### src/rtl/pwm_led_pkg.sv
// Shared definitions for the multi-channel PWM LED driver.
// Provides the per-channel mode encodings, the breathe-direction type and
// a helper that sizes the channel-select field of the write port.
package pwm_led_pkg;

    localparam logic MODE_STATIC  = 1'b0;
    localparam logic MODE_BREATHE = 1'b1;

    typedef enum logic {
        DIR_UP   = 1'b0,
        DIR_DOWN = 1'b1
    } dir_e;

    // A single channel still needs a one-bit select field.
    function automatic int unsigned ch_idx_width(input int unsigned num_ch);
        int unsigned w;
        w = unsigned'($clog2(num_ch));
        return (num_ch > 1) ? w : 1;
    endfunction

endpackage

### src/rtl/pwm_led_channel.sv
// One PWM channel: shadow duty register, active duty register, breathe
// direction bit and the output comparator.
// Ports:
//   clk_i      system clock
//   rst_i      synchronous active-high reset
//   cnt_nxt_i  period index of the next output cycle
//   wrap_i     high in the last cycle of a period; active duty reloads here
//   mode_i     0 = static, 1 = breathe (only looked at on wrap)
//   wr_en_i    shadow write strobe (already decoded for this channel)
//   wr_data_i  shadow write data
//   pwm_o      registered PWM output
module pwm_led_channel
    import pwm_led_pkg::*;
#(
    parameter int unsigned COUNTER_WIDTH = 8,
    parameter int unsigned FADE_STEP     = 1
) (
    input  logic                     clk_i,
    input  logic                     rst_i,
    input  logic [COUNTER_WIDTH-1:0] cnt_nxt_i,
    input  logic                     wrap_i,
    input  logic                     mode_i,
    input  logic                     wr_en_i,
    input  logic [COUNTER_WIDTH-1:0] wr_data_i,
    output logic                     pwm_o
);

    localparam int unsigned SumW = COUNTER_WIDTH + 1;
    localparam logic [SumW-1:0] Step = SumW'(FADE_STEP);

    logic [COUNTER_WIDTH-1:0] shadow_q, shadow_d;
    logic [COUNTER_WIDTH-1:0] active_q, active_d;
    dir_e                     dir_q, dir_d;
    logic                     pwm_q;

    // One extra bit so active + step can never wrap around.
    logic [SumW-1:0] up_sum;
    logic [SumW-1:0] dn_diff;

    always_comb begin
        shadow_d = wr_en_i ? wr_data_i : shadow_q;
        active_d = active_q;
        dir_d    = dir_q;
        up_sum   = {1'b0, active_q} + Step;
        dn_diff  = {1'b0, active_q} - Step;

        // Reload uses shadow_q, so a write in the wrap cycle waits a period.
        if (wrap_i) begin
            case (mode_i)
                MODE_STATIC: begin
                    active_d = shadow_q;
                    dir_d    = DIR_UP;
                end
                MODE_BREATHE: begin
                    if (dir_q == DIR_UP) begin
                        if (up_sum >= {1'b0, shadow_q}) begin
                            active_d = shadow_q;
                            dir_d    = DIR_DOWN;
                        end else begin
                            active_d = up_sum[COUNTER_WIDTH-1:0];
                        end
                    end else begin
                        if ({1'b0, active_q} <= Step) begin
                            active_d = '0;
                            dir_d    = DIR_UP;
                        end else begin
                            active_d = dn_diff[COUNTER_WIDTH-1:0];
                        end
                    end
                end
                default: ;
            endcase
        end
    end

    always_ff @(posedge clk_i) begin
        if (rst_i) begin
            shadow_q <= '0;
            active_q <= '0;
            dir_q    <= DIR_UP;
            pwm_q    <= 1'b0;
        end else begin
            shadow_q <= shadow_d;
            active_q <= active_d;
            dir_q    <= dir_d;
            // Compare against next-state values so the registered output
            // lines up with the period index of the cycle it drives.
            pwm_q    <= (cnt_nxt_i < active_d);
        end
    end

    assign pwm_o = pwm_q;

endmodule

### src/rtl/pwm_led_multi.sv
// Multi-channel PWM LED driver. A shared period counter feeds NUM_CH
// independent channels, each with a double-buffered duty and a static or
// breathe mode.
// Ports:
//   clk_in        system clock, rising edge
//   rst_in        synchronous active-high reset
//   duty_wr_en    shadow duty write strobe
//   duty_wr_ch    target channel; out-of-range indices are ignored
//   duty_wr_data  duty (static) or ceiling (breathe), in counts
//   mode_in       per-channel mode, sampled at the period wrap
//   period_start  one-cycle pulse in period index 0
//   pwm_out       registered PWM outputs
module pwm_led_multi
    import pwm_led_pkg::*;
#(
    parameter int unsigned NUM_CH        = 4,
    parameter int unsigned COUNTER_WIDTH = 8,
    parameter int unsigned MAX_COUNT     = 200,
    parameter int unsigned FADE_STEP     = 1
) (
    input  logic                              clk_in,
    input  logic                              rst_in,
    input  logic                              duty_wr_en,
    input  logic [ch_idx_width(NUM_CH)-1:0]   duty_wr_ch,
    input  logic [COUNTER_WIDTH-1:0]          duty_wr_data,
    input  logic [NUM_CH-1:0]                 mode_in,
    output logic                              period_start,
    output logic [NUM_CH-1:0]                 pwm_out
);

    localparam int unsigned IdxW = ch_idx_width(NUM_CH);
    localparam logic [COUNTER_WIDTH-1:0] CntLast = COUNTER_WIDTH'(MAX_COUNT - 1);

    // cnt_q is the period index of the output cycle currently on the pins.
    logic [COUNTER_WIDTH-1:0] cnt_q, cnt_d;
    // Low only in the cycle after reset; makes the first released edge
    // produce index 0 rather than index 1.
    logic                     run_q;
    logic                     period_start_q;
    logic                     wrap;
    logic                     wr_ok;

    assign wrap  = run_q && (cnt_q == CntLast);
    assign wr_ok = duty_wr_en && (32'(duty_wr_ch) < NUM_CH);

    always_comb begin
        cnt_d = cnt_q + COUNTER_WIDTH'(1);
        if (!run_q || wrap) begin
            cnt_d = '0;
        end
    end

    always_ff @(posedge clk_in) begin
        if (rst_in) begin
            cnt_q          <= '0;
            run_q          <= 1'b0;
            period_start_q <= 1'b0;
        end else begin
            cnt_q          <= cnt_d;
            run_q          <= 1'b1;
            period_start_q <= (cnt_d == '0);
        end
    end

    assign period_start = period_start_q;

    for (genvar c = 0; c < NUM_CH; c++) begin : g_ch
        pwm_led_channel #(
            .COUNTER_WIDTH (COUNTER_WIDTH),
            .FADE_STEP     (FADE_STEP)
        ) u_ch (
            .clk_i     (clk_in),
            .rst_i     (rst_in),
            .cnt_nxt_i (cnt_d),
            .wrap_i    (wrap),
            .mode_i    (mode_in[c]),
            .wr_en_i   (wr_ok && (duty_wr_ch == IdxW'(c))),
            .wr_data_i (duty_wr_data),
            .pwm_o     (pwm_out[c])
        );
    end

endmodule

### config.mk
export PLATFORM = sky130hd
export DESIGN_NAME = pwm_led_multi
export DESIGN_NICKNAME = d
export VERILOG_FILES = /design/src/rtl/pwm_led_pkg.sv /design/src/rtl/pwm_led_channel.sv /design/src/rtl/pwm_led_multi.sv
export SDC_FILE = /design/constraint.sdc
export NUM_CORES = 1
export LEC_CHECK = 0
export CORE_MARGIN = 5
export CORE_UTILIZATION = 40
export CTS_CLUSTER_SIZE = 12
export DETAILED_ROUTE_END_ITERATION = 8
export PLACE_DENSITY_LB_ADDON = 0.15
export REMOVE_ABC_BUFFERS = 1
export SLEW_MARGIN = 20
export SYNTH_ARGS = -nofsm -noshare
export SYNTH_HDL_FRONTEND = slang
export SYNTH_SLANG_ARGS = --single-unit
### constraint.sdc
create_clock -name clk_in -period 3.9 [get_ports clk_in]
set_clock_uncertainty 0.15 [all_clocks]
set_input_delay 0.39 -clock clk_in [delete_from_list [all_inputs] [get_ports clk_in]]
set_output_delay 0.39 -clock clk_in [all_outputs]
set_load 0.005 [all_outputs]
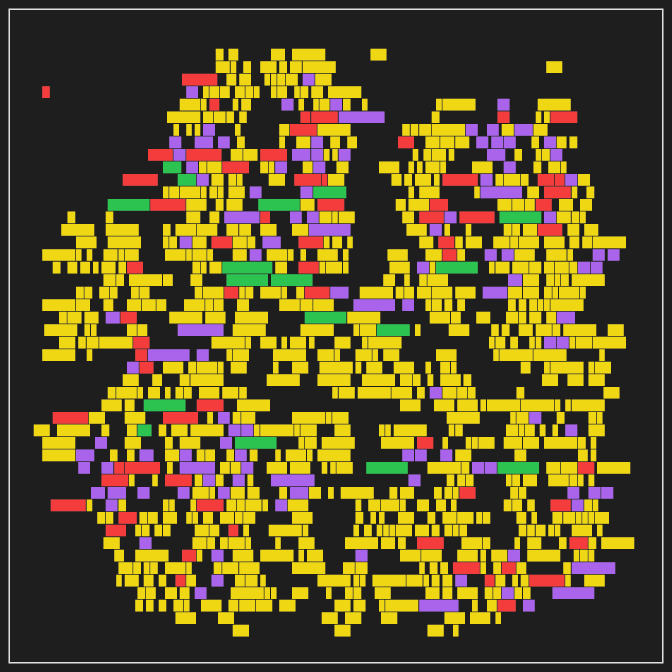
run_1/sizes.png
legend:
  _2 cells:
    color: red
    cells: 65
  _3 and _4 cells:
    color: purple
    cells: 113
  _6 and larger:
    color: green
    cells: 17
  _0 and _1 cells:
    color: yellow
    cells: 738
bufs w/o clock: 110
Final WS setup: 0.03524 ns
Syn-to-layout area delta: 22.05%
Finished Cell Area: 0.008457 sq mm

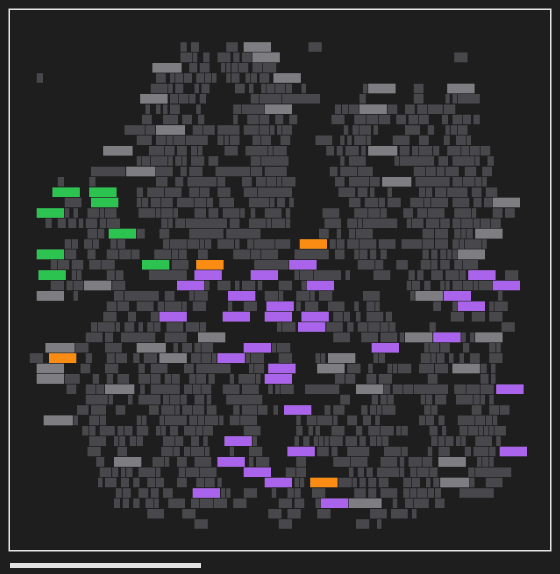
run_1/flops_by_reg.png
Bar = 50 um.
legend:
  cnt_q:
    color: green
    placed_flops: 8
    where: west
  g_ch.u_ch.shadow_q:
    color: purple
    placed_flops: 32
  g_ch.u_ch.pwm_o:
    color: orange
    placed_flops: 4
not colored: 38

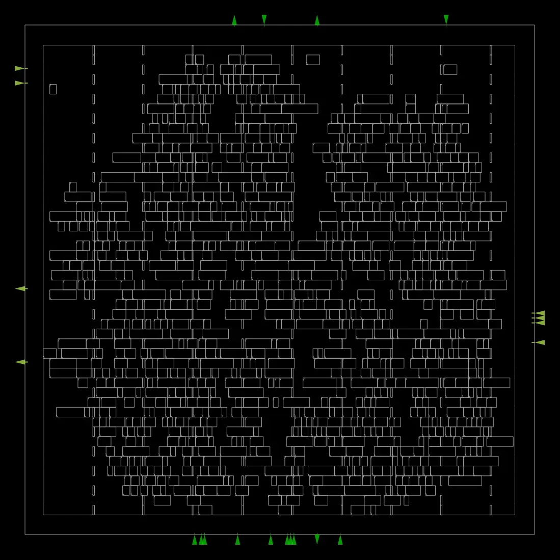
run_1/placement.png
total core area: 0.01712 sq mm
std cell rows: 48
proportion of cell area occupied by registers: 19.62%
Post-Route Utilization: 49.41%
final std cells w/o fill: 1,158

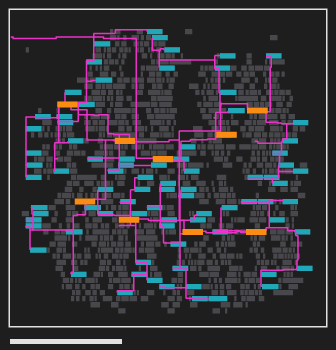
run_1/clk_routes.png
Bar = 50 um.
legend:
  clock wires:
    color: magenta
    length: 1,370 um
  clock drivers:
    color: orange
    count: 9
  flip-flops:
    color: cyan
    count: 82
routed clock nets: 10
flops lie: all over the die
Clk power: 0.904 mW
clock power share: 44.1%
Insertion Delay late pin: 0.36 ns

==> run_results.csv, run 1 <==
group,metric,value,unit
grt,grt_use_met2,35.20,%
worst_hold_path,hp-start,"g_ch[3].u_ch.shadow_q[6]$_SDFFE_PP0P_",
job,max_cap_viol_count,0,
synthesis,flop_cell,"dfxtp_1",
grt,antenna_found_initial,0,
critical_path,cp_max_fo,4,
critical_path,crit_slowest_cell,"ha_1",
critical_path,slowest_delay,0.37,ns
synthesis,yosysCellCount,871,
timing,relSlewSlack,47.24,%
drt,dr_total_vias,6975,
timing,period_minus_slack,3.865,ns
placed_design,place_area,0.007601,sq mm
critical_path,path_depth,17,
clocking,cts-htree-levels,3,
clocking,cts-root-buf,"clkbuf_16",
power_and_ir_drop,ir_drop,227.9,uV
synthesis,top_logic_kind,"AND-OR/OR-AND gates",
critical_path,r2r-end,"g_ch[1].u_ch.pwm_o$_SDFF_PP0_",
final_layout,final_cell_mix,"nor2_1 (102), buf_4 (83), dfxtp_1 (70)",
final_layout,flops,82,
synthesis,yosys_register_bits,82,
synthesis,area_leaders,"dfxtp_1 (24%), ha_1 (13%), nor2_1 (5.7%)",
final_layout,num-fill-cells,1651,
power_and_ir_drop,power_switching,0.5672,mW
synthesis,yosys_area,0.006929,sq mm
placed_design,dp_cells,1118,
grt,busiest_layer,"met2",
drt,viasPerCell,6.023,
drt,ant_nets,0,
final_layout,n_antenna_cell,0,
grt,grt_pass1_vias,6626,
critical_path,critPathCapture,"g_ch[1].u_ch.pwm_o$_SDFF_PP0_",
synthesis,avgSynthCellArea,7.955,sq um
synthesis,synth_cell_types,82,
final_layout,reg.largest.list,"g_ch.u_ch.active_q: 32 flops, g_ch.u_ch.shadow_q: 32 flops, cnt_q: 8 flops",
worst_hold_path,min_path_cells,2,
final_layout,logic_area,0.005080,sq mm
power_and_ir_drop,top_power_group,"clock",
floorplanning,die_x,141.6,um
final_layout,comb_share,60.07,%
drt,dr_wl_met3,1.243,mm
timing,setup_tns,0,ns
timing,worstMarginPinSlew,0.7914,ns
timing,maxSlewViolCount,0,
synthesis,synth_top_area_share,23.69,%
floorplanning,chipArea,0.02005,sq mm
synthesis,aoi_share,24.27,%
outcome,run_status,"complete, no violations",
clocking,cts_hold_buf,0,
synthesis,most_common_cell,"nor2_1",
grt,grt_max_degree,42,
power_and_ir_drop,p_comb,0.281,mW
timing,rsz0062_at_grt,"yes",
critical_path,end_kind,"register",
drt,wl_met1,9.451,mm
drt,dr.pass1.iters,6,
grt,grtUsageMet1,26.65,%
timing,whs,0.3565,ns
final_layout,lay_top_count,"nor2_1",
placed_design,dp_hpwl,15.40,mm
synthesis,synthTopCellsByCount,"nor2_1 (105), dfxtp_1 (82), ha_1 (73)",
critical_path,r2r_cells,17,
final_layout,dominant-cell-class,"combinational gates",
synthesis,synthCells,871,
synthesis,xor_share,4.045,%
clocking,cts_tree,"done",
worst_hold_path,hp-class,"reg2reg",
power_and_ir_drop,pwr-share-seq,42.2,%
clocking,clockBufferDepth,2,
synthesis,synth.mux.area_fraction,6.031,%
synthesis,async_flop_share,0,%
floorplanning,die_h,141.6,um
clocking,cts_buffers,9,
timing,hold_viol,0,
synthesis,ys_warn_count,0,
final_layout,comb_cells,674,
final_layout,drive_above_1_share,20.90,%
drt,dr.max_layer_used,"met4",
placed_design,routabilityCongestion,0.9053,
timing,fin_crit_sh,99.10,%
worst_hold_path,hold_path_end,"g_ch[3].u_ch.shadow_q[6]$_SDFFE_PP0P_",
floorplanning,ios,22,
synthesis,synth_area,0.006929,sq mm
clocking,postCtsSetupBuffers,2,
final_layout,clk_share,3.595,%
critical_path,worstSetupPathType,"reg2reg",
clocking,cts.clk_slew.worst_paths,0.07,ns
final_layout,seqCellArea,0.001659,sq mm
critical_path,cp_cell_sequence,"ha_2, and3_4, and3_4, xnor2_4, inv_2, ha_4, and3_4, a221oi_2, o31a_1, buf_4, clkbuf_16, a311o_1, a32oi_2, ha_1, a2111oi_4, nand2_1, o31ai_1",
run_1/metal_density.png
The die is cut into 28 by 28 equal tiles; dark blue is low, red is high, scaled to the fullest tile. Values are wire area over tile area, all layers added.
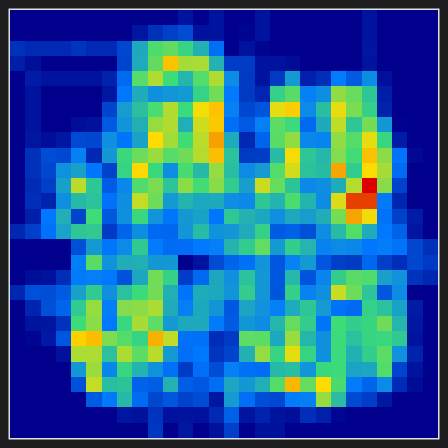

--- run 2 (diff from run 1) ---
--- a/config.mk
+++ b/config.mk
@@ -7,9 +7,11 @@
 export LEC_CHECK = 0
 export CORE_MARGIN = 5
 export CORE_UTILIZATION = 40
+export CTS_CLUSTER_DIAMETER = 120
 export CTS_CLUSTER_SIZE = 12
 export DETAILED_ROUTE_END_ITERATION = 8
 export PLACE_DENSITY_LB_ADDON = 0.15
+export RECOVER_POWER = 50
 export REMOVE_ABC_BUFFERS = 1
 export SLEW_MARGIN = 20
 export SYNTH_ARGS = -nofsm -noshare
==> constraint.sdc (replaced) <==
create_clock -name clk_in -period 3.75 [get_ports clk_in]
set_clock_uncertainty 0.15 [all_clocks]
set_input_delay 0.375 -clock clk_in [delete_from_list [all_inputs] [get_ports clk_in]]
set_output_delay 0.375 -clock clk_in [all_outputs]
set_load 0.005 [all_outputs]
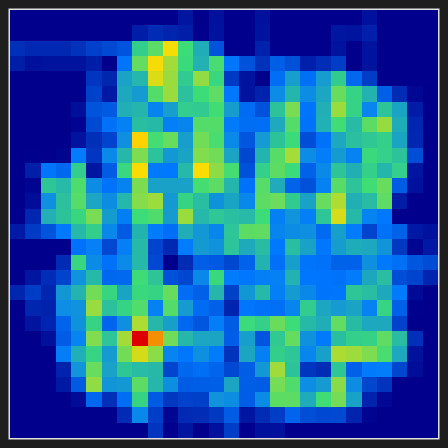
run_2/metal_density.png
The die is cut into 28 by 28 equal tiles; dark blue is low, red is high, scaled to the fullest tile. Values are wire area over tile area, all layers added.
nearly empty tiles: 24%
fullest tile: 0.71
mean over tiles: 0.17
tiles over half the peak: 12%
densest ninth of the die: center

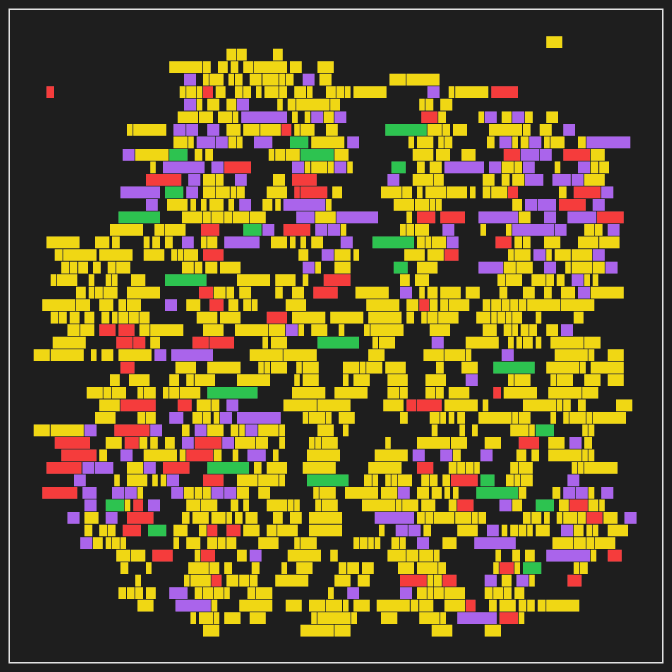
run_2/sizes.png
legend:
  _2 cells:
    color: red
    cells: 72
  _0 and _1 cells:
    color: yellow
    cells: 726
  _6 and larger:
    color: green
    cells: 23
  _3 and _4 cells:
    color: purple
    cells: 136

==> run_results.csv, run 2 <==
group,metric,value,unit
floorplanning,die_x,141.6,um
drt,dr_total_vias,6886,
final_layout,lay_top_count,"buf_4",
drt,viasPerCell,5.826,
final_layout,flops,82,
timing,setup_tns,-0.03299,ns
final_layout,fin_cells,1182,
job,max_cap_viol_count,0,
floorplanning,num_rows,48,
floorplanning,die_h,141.6,um
clocking,cts_buffers,9,
grt,grtUsageMet1,27.94,%
synthesis,synth_top_area_share,23.69,%
final_layout,logic_area,0.005142,sq mm
outcome,run_status,"finished, violations left",
placed_design,routabilityCongestion,0.9346,
clocking,cts_tree,"done",
synthesis,yosysCellCount,871,
clocking,clockBufferDepth,2,
synthesis,ys_warn_count,0,
timing,finalWorstSetupSlack,-0.03299,ns
clocking,cts-htree-levels,3,
placed_design,dp_hpwl,15.83,mm
clocking,cts_hold_buf,0,
synthesis,yosys_area,0.006929,sq mm
drt,dr.pass1.iters,6,
floorplanning,core-area,0.01712,sq mm
power_and_ir_drop,power_switching,0.5828,mW
final_layout,dominant-cell-class,"combinational gates",
synthesis,synth.mux.area_fraction,6.031,%
power_and_ir_drop,top_power_group,"clock",
critical_path,path_depth,15,
final_layout,seq_share,19.22,%
synthesis,synth_cell_types,82,
final_layout,clk_share,3.472,%
final_layout,seqCellArea,0.001669,sq mm
timing,rsz0062_at_grt,"yes",
final_layout,drive_above_1_share,24.14,%
drt,dr_wl_met3,773,um
synthesis,synthTopCellsByCount,"nor2_1 (105), dfxtp_1 (82), ha_1 (73)",
final_layout,buffers,134,
timing,setup_violations,1,
timing,fin_crit_sh,100.9,%
timing,period_minus_slack,3.783,ns
outcome,violations,"setup timing",
final_layout,final_util,50.75,%
critical_path,slowest_delay,0.41,ns
synthesis,most_common_cell,"nor2_1",
critical_path,critPathCapture,"g_ch[1].u_ch.pwm_o$_SDFF_PP0_",
power_and_ir_drop,p_comb,0.295,mW
worst_hold_path,hp-class,"reg2reg",
critical_path,crit_slowest_cell,"a311o_1",
final_layout,area_delta_synth_final,25.35,%
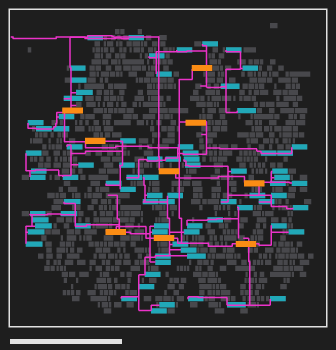
run_2/clk_routes.png
Bar = 50 um.
clock power share: 43.9%
Insertion Delay late pin: 0.35 ns
Clk power: 0.933 mW

No activity file was given, so power comes from the tool's default toggle rates.
